`src/rtl/Purple_Jade_pkg.sv`:
```
// Purple_Jade_pkg: types and constants shared by the data-memory arbiter
// and its round-robin helper.
package Purple_Jade_pkg;

  localparam int WORD_SIZE_P = 16;

  localparam int PORT_LSU    = 0;
  localparam int PORT_LOADER = 1;

  typedef enum logic {
    ARB    = 1'b0,
    LOCKED = 1'b1
  } pj_dmem_arb_state_e;

endpackage

```
`src/rtl/pj_rr_arb2.sv`:
```
// pj_rr_arb2: two-way round-robin arbiter. When both requests are raised the
// pointer picks the winner and then moves to the losing port; a single
// request is granted directly and leaves the pointer alone.
module pj_rr_arb2 (
  input  logic       clk_i,
  input  logic       reset_i,
  input  logic [1:0] req_i,
  output logic [1:0] grant_o
);

  logic ptr_q;

  // Grant the pointed-to port on a contest, otherwise pass requests through
  always_comb begin
    grant_o = req_i;
    if (req_i == 2'b11) begin
      grant_o = ptr_q ? 2'b10 : 2'b01;
    end
  end

  // After a contested grant, give priority to the port that lost
  always_ff @(posedge clk_i) begin
    if (reset_i) begin
      ptr_q <= 1'b0;
    end else if (req_i == 2'b11) begin
      ptr_q <= ~ptr_q;
    end
  end

endmodule

```
`src/rtl/pj_dmem_arbiter.sv`:
```
// pj_dmem_arbiter: shares one data memory (separate sync-read and write
// ports) between the core LSU (port 0) and the loader/debug port (port 1).
// A read and a write from different ports go through together; same-kind
// requests are resolved round-robin; port 1 can lock the memory for itself.
// Optional stall counters are enabled with the macro PJ_DMEM_ARB_STATS_EN.
module pj_dmem_arbiter
  import Purple_Jade_pkg::*;
#(
  parameter int width_p = WORD_SIZE_P
) (
  input  logic               clk_i,
  input  logic               reset_i,

  input  logic               p0_v_i,
  input  logic               p0_w_i,
  input  logic [width_p-1:0] p0_addr_i,
  input  logic [width_p-1:0] p0_data_i,
  output logic               p0_ready_o,
  output logic               p0_resp_v_o,
  output logic [width_p-1:0] p0_resp_data_o,

  input  logic               p1_v_i,
  input  logic               p1_w_i,
  input  logic [width_p-1:0] p1_addr_i,
  input  logic [width_p-1:0] p1_data_i,
  output logic               p1_ready_o,
  output logic               p1_resp_v_o,
  output logic [width_p-1:0] p1_resp_data_o,

  input  logic               lock_i,
  output logic               locked_o,

  output logic               mem_w_v_o,
  output logic [width_p-1:0] mem_w_addr_o,
  output logic [width_p-1:0] mem_w_data_o,
  output logic               mem_r_v_o,
  output logic [width_p-1:0] mem_r_addr_o,
`ifdef PJ_DMEM_ARB_STATS_EN
  output logic [15:0]        stall_cnt0_o,
  output logic [15:0]        stall_cnt1_o,
`endif
  input  logic [width_p-1:0] mem_r_data_i
);

  pj_dmem_arb_state_e state_q;

  logic       p0_rd, p0_wr, p1_rd, p1_wr;
  logic       contest;
  logic       same_addr;
  logic [1:0] rr_grant;
  logic [1:0] rd_tag_q;

  assign p0_rd     = p0_v_i & ~p0_w_i;
  assign p0_wr     = p0_v_i &  p0_w_i;
  assign p1_rd     = p1_v_i & ~p1_w_i;
  assign p1_wr     = p1_v_i &  p1_w_i;
  assign same_addr = (p0_addr_i == p1_addr_i);

  // Two reads or two writes in ARB mode need the round-robin decision
  assign contest = ~reset_i & (state_q == ARB) &
                   ((p0_rd & p1_rd) | (p0_wr & p1_wr));

  pj_rr_arb2 u_rr (
    .clk_i   (clk_i),
    .reset_i (reset_i),
    .req_i   ({contest, contest}),
    .grant_o (rr_grant)
  );

  // Lock FSM: the lock request is honoured from the following cycle on
  always_ff @(posedge clk_i) begin
    if (reset_i) begin
      state_q  <= ARB;
      locked_o <= 1'b0;
    end else begin
      case (state_q)
        ARB: begin
          if (lock_i) begin
            state_q  <= LOCKED;
            locked_o <= 1'b1;
          end
        end
        LOCKED: begin
          if (!lock_i) begin
            state_q  <= ARB;
            locked_o <= 1'b0;
          end
        end
        default: begin
          state_q  <= ARB;
          locked_o <= 1'b0;
        end
      endcase
    end
  end

  // Grant decision; a read colliding with a write to the same word waits
  always_comb begin
    p0_ready_o = 1'b0;
    p1_ready_o = 1'b0;
    if (!reset_i) begin
      if (state_q == LOCKED) begin
        p1_ready_o = p1_v_i;
      end else if (contest) begin
        p0_ready_o = rr_grant[PORT_LSU];
        p1_ready_o = rr_grant[PORT_LOADER];
      end else if (p0_rd & p1_wr) begin
        p1_ready_o = 1'b1;
        p0_ready_o = ~same_addr;
      end else if (p0_wr & p1_rd) begin
        p0_ready_o = 1'b1;
        p1_ready_o = ~same_addr;
      end else begin
        p0_ready_o = p0_v_i;
        p1_ready_o = p1_v_i;
      end
    end
  end

  // Steer the granted write and the granted read onto the memory ports
  always_comb begin
    mem_w_v_o    = 1'b0;
    mem_w_addr_o = p0_addr_i;
    mem_w_data_o = p0_data_i;
    mem_r_v_o    = 1'b0;
    mem_r_addr_o = p0_addr_i;
    if (p0_ready_o & p0_w_i) begin
      mem_w_v_o = 1'b1;
    end else if (p1_ready_o & p1_w_i) begin
      mem_w_v_o    = 1'b1;
      mem_w_addr_o = p1_addr_i;
      mem_w_data_o = p1_data_i;
    end
    if (p0_ready_o & ~p0_w_i) begin
      mem_r_v_o = 1'b1;
    end else if (p1_ready_o & ~p1_w_i) begin
      mem_r_v_o    = 1'b1;
      mem_r_addr_o = p1_addr_i;
    end
  end

  // Remember which port owns the read data arriving next cycle
  always_ff @(posedge clk_i) begin
    if (reset_i) begin
      rd_tag_q <= 2'b00;
    end else begin
      rd_tag_q <= {p1_ready_o & ~p1_w_i, p0_ready_o & ~p0_w_i};
    end
  end

  assign p0_resp_v_o    = rd_tag_q[PORT_LSU]    & ~reset_i;
  assign p1_resp_v_o    = rd_tag_q[PORT_LOADER] & ~reset_i;
  assign p0_resp_data_o = mem_r_data_i;
  assign p1_resp_data_o = mem_r_data_i;

`ifdef PJ_DMEM_ARB_STATS_EN
  // Count cycles each port waits with a valid request, saturating at max
  always_ff @(posedge clk_i) begin
    if (reset_i) begin
      stall_cnt0_o <= 16'h0000;
      stall_cnt1_o <= 16'h0000;
    end else begin
      if (p0_v_i && !p0_ready_o && stall_cnt0_o != 16'hFFFF) begin
        stall_cnt0_o <= stall_cnt0_o + 16'h0001;
      end
      if (p1_v_i && !p1_ready_o && stall_cnt1_o != 16'hFFFF) begin
        stall_cnt1_o <= stall_cnt1_o + 16'h0001;
      end
    end
  end
`endif

endmodule

```
`config.mk`:
```
export PLATFORM = sky130hd
export DESIGN_NAME = pj_dmem_arbiter
export DESIGN_NICKNAME = d
export VERILOG_FILES = /design/src/rtl/Purple_Jade_pkg.sv /design/src/rtl/pj_rr_arb2.sv /design/src/rtl/pj_dmem_arbiter.sv
export SDC_FILE = /design/constraint.sdc
export NUM_CORES = 1
export LEC_CHECK = 0
export CAP_MARGIN = 20
export CORE_UTILIZATION = 30
export DETAILED_ROUTE_END_ITERATION = 10
export PLACE_DENSITY_LB_ADDON = 0.2
export SYNTH_ARGS = -nofsm -noshare
export SYNTH_HDL_FRONTEND = slang
export SYNTH_SLANG_ARGS = --single-unit
export TNS_END_PERCENT = 5
```
`constraint.sdc`:
```
create_clock -name clk_i -period 2.38 [get_ports clk_i]
set_clock_uncertainty 0.1 [all_clocks]
set_input_delay 0.357 -clock clk_i [delete_from_list [all_inputs] [get_ports clk_i]]
set_output_delay 0.357 -clock clk_i [all_outputs]
set_load 0.02 [all_outputs]
```
run_1/pdn.png
Scale: 6 px per µm. Pins as bars on the die edge. Tap cells in gray.
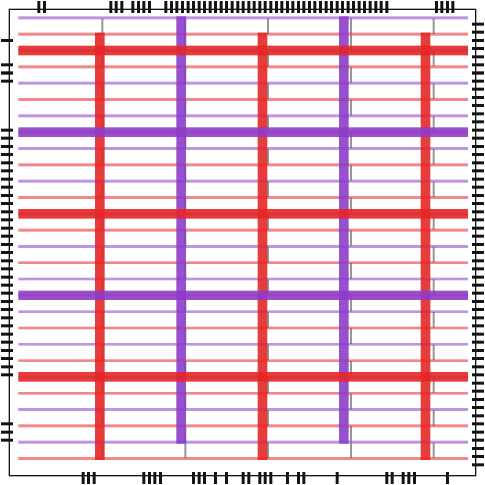
[purple] VDD
[red] VSS
met1 rails: 28
signal pins: 174
chip height: 77.5 µm
Core ar.: 5510 µm²
worst vdd ir: 0.146 mV
die width: 77.5 µm

run_1/cell_classes.png
Scale: 6 px per µm. Fill, decap, tap and diode cells in gray.
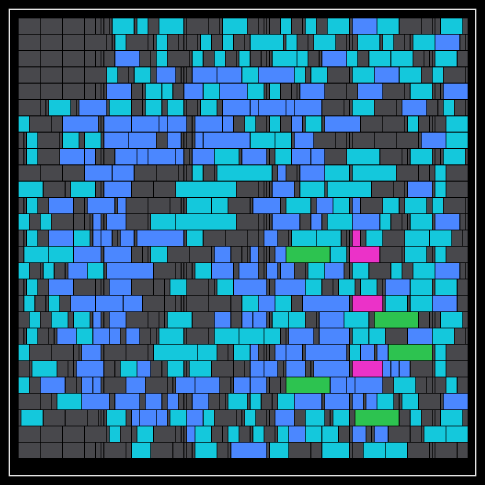
[cyan] other buffers and delay cells | cells: 192 | share of their area: 50%
[magenta] clock drivers and dummy loads | cells: 4 | share of their area: 1.4%
[green] flip-flops | cells: 5 | share of their area: 3.1%
[blue] all other logic | cells: 157 | share of their area: 45%
Finished Core Util: 59.9%
Design Area, Final: 3300 µm²
# rows: 27
Seq/total area: 3.03%

run_1/clock_map.png
Scale: 4 px per µm.
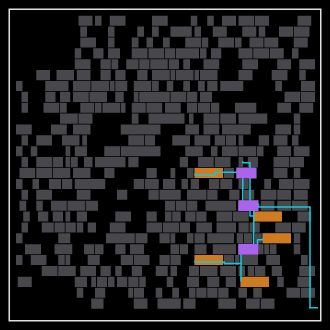
[orange] flip-flops | count: 5
[purple] cells driving clock nets | count: 3
[cyan] clock wires | length: 132 µm
routed clock nets: 4
flops lie: lower right

==> impl_metrics.tcl, run 1 <==
# place-and-route summary
set metrics [dict create \
    warnings 28 \
    dp_slack_ps -840 \
    buf_share_pct 48.8 \
    largest_cell_class "non-clock buffers" \
    drive_gt1_share_pct 55.9 \
    crit_cells 9 \
    wl_met1_um 2580 \
    hold_class "reg2reg" \
    root_buffer "clkbuf_8" \
    r2r_cells 4 \
    comb_cells 155 \
    drc_errors 0 \
    final_cell_mix "buf_4, buf_2, clkdlybuf4s50_1" \
    grt_pass1_vias 2018 \
    comb-cell-share_pct 43.8 \
    io_buffer_count 125 \
    status "finished clean" \
    finalSetupTns_ps 0 \
    ys_top_logic_family "AND-OR/OR-AND gates" \
    wl_met3_um 501 \
    setup_ws_ps 19.6 \
    grt_max_degree 13 \
    yosysWarningCount 0 \
    dr.pass1.iters 4 \
    gp_congestion 0.851 \
    arrival_ps 1900 \
    xor_share_pct 8.71 \
    compound_area_share_pct 24.3 \
    ys_sh_adder_pct 0 \
    crit_start "p1_addr_i[10]" \
    cts_made_buffers 3 \
    worstPathMaxFanout 6 \
    clkbuf_count 4 \
    crit_path_end_kind "primary output" \
    n_fill_cell 510 \
    lay_top_count "buf_4" \
    finalNetCount 446 \
    clk_pin_slew_ps 40 \
    ys.flop_type "dfxtp_1" \
    cp_data_required_time_ps 1920 \
    cts.hold.buffers_added 0 \
    max_flop_register "rd_tag_q" \
    combGateArea_um2 1450 \
    power_density_nw_per_um2 255 \
    cts_resized 313 \
    ys_chip_area_um2 1710 \
    syn_to_final_growth_pct 93.0 \
    whs_path_depth 2 \
    clk_share_pct 1.37 \
    crit_family "buffers and inverters" \
    dp_hpwl_um 4650 \
    wl_per_cell_um 15.1 \
    worstHoldEndpoint "locked_o" \
    instances_no_fill 430 \
    min_period_ps 2360 \
    seq-power_w 0.0000921 \
    ys_types 37 \
    nNonClkBuffers 192 \
    slew_viol_final 0 \
    chipArea_um2 6000 \
    syn_inst 208 \
    max_freq_mhz 424 \
    max_stage_delay_ps 320 \
    seq_area_um2 100 \
    worst_pin_slew_ps 290 \
    grt_pass1_wl_um 9780 \
]
run_1/final_congestion.png
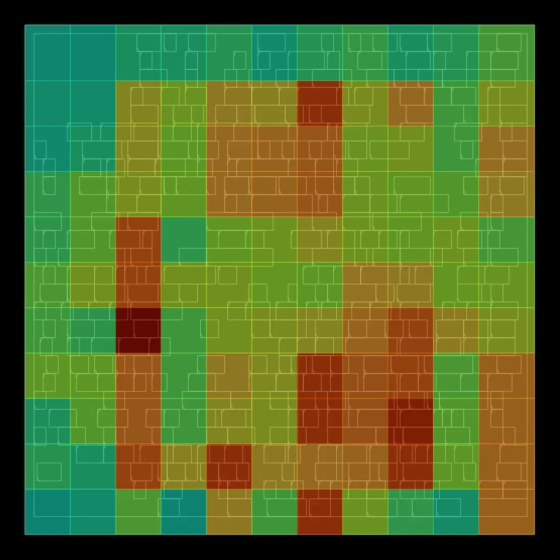

==> inputs of run 2 (changes only) <==
PLACE_DENSITY = 0.92   (was unset)
PLACE_DENSITY_LB_ADDON = unset   (was 0.2)
run_2/final_congestion.png
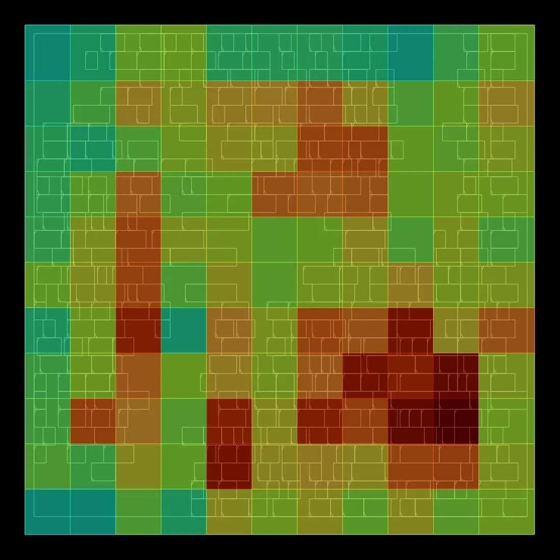
GR peak layer: met2
met3 Usage GRT: 4.47%
mean routed wirelength per cell: 17.3 µm
total track usage: 23.3%

==> impl_metrics.tcl, run 2 <==
# place-and-route summary
set metrics [dict create \
    clk_pin_slew_ps 40 \
    power_density_nw_per_um2 258 \
    min_period_ps 2430 \
    rows 27 \
    finalNetCount 444 \
    dp_slack_ps -957 \
    ys_types 37 \
    slew_viol_final 0 \
    clkbuf_count 4 \
    comb-cell-share_pct 43.5 \
    grt_pass1_wl_um 11000 \
    ys_top_logic_family "AND-OR/OR-AND gates" \
    setup_violations 8 \
    syn_inst 208 \
    syn_to_final_growth_pct 96.5 \
    status "finished with violations" \
    comb_cells 156 \
    max_flop_register "rd_tag_q" \
    compound_area_share_pct 24.3 \
    wl_met3_um 500 \
    nNonClkBuffers 189 \
    mux_share_pct 21.1 \
    worstPathMaxFanout 5 \
    finish.utilization_pct 61.0 \
    drive_gt1_share_pct 54.2 \
    wl_met1_um 2830 \
    whs_path_depth 2 \
    xor_share_pct 8.71 \
    max_freq_mhz 411 \
    crit_cells 10 \
    r2r_cells 4 \
    crit_path_end_kind "primary output" \
    seq_share_pct 2.98 \
    cts_max_level 1 \
    crit_start "p0_addr_i[7]" \
    cts_made_buffers 3 \
    cts_resized 360 \
    drc_errors 0 \
    finalSetupTns_ps -159 \
    largest_cell_class "non-clock buffers" \
    ys_chip_area_um2 1710 \
    ys_sh_adder_pct 0 \
    irDropWorstVdd_mv 0.127 \
    wl_met2_um 3840 \
    max_stage_delay_ps 350 \
    crit_family "buffers and inverters" \
    arrival_ps 1970 \
    instances_no_fill 428 \
    die_y_um 77.5 \
    n_fill_cell 484 \
    setup_ws_ps -50.4 \
    buf_share_pct 49.3 \
    numSynthFlops 5 \
    seq_power_share_pct 10.6 \
    grt_max_degree 14 \
    violations "setup timing" \
    switchingPower_w 0.000342 \
    cp_data_required_time_ps 1920 \
    drt_iter0_markers 103 \
    warnings 28 \
    top_layer_used "met4" \
    final_cell_mix "buf_4, buf_2, clkdlybuf4s50_1" \
    worst_pin_slew_ps 311 \
    root_buffer "clkbuf_8" \
    clk_share_pct 1.34 \
    insertedDiodeCount 0 \
    ys.flop_type "dfxtp_1" \
    hold_class "reg2reg" \
    cts.hold.buffers_added 0 \
    grt_pass1_vias 2271 \
    seq-power_w 0.0000917 \
    gp_congestion 0.862 \
    combGateArea_um2 1460 \
    yosysWarningCount 0 \
    lay_top_count "buf_4" \
    dieWidth_um 77.5 \
    fin_area_um2 3360 \
    dp_hpwl_um 4880 \
]
run_2/cell_classes.png
Scale: 6 px per µm. Fill, decap, tap and diode cells in gray.
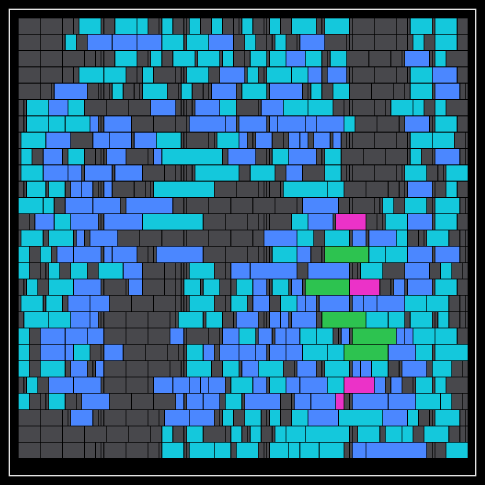
[green] flip-flops | cells: 5 | share of their area: 3.1%
[cyan] other buffers and delay cells | cells: 189 | share of their area: 51%
[blue] all other logic | cells: 158 | share of their area: 45%
[magenta] clock drivers and dummy loads | cells: 4 | share of their area: 1.4%

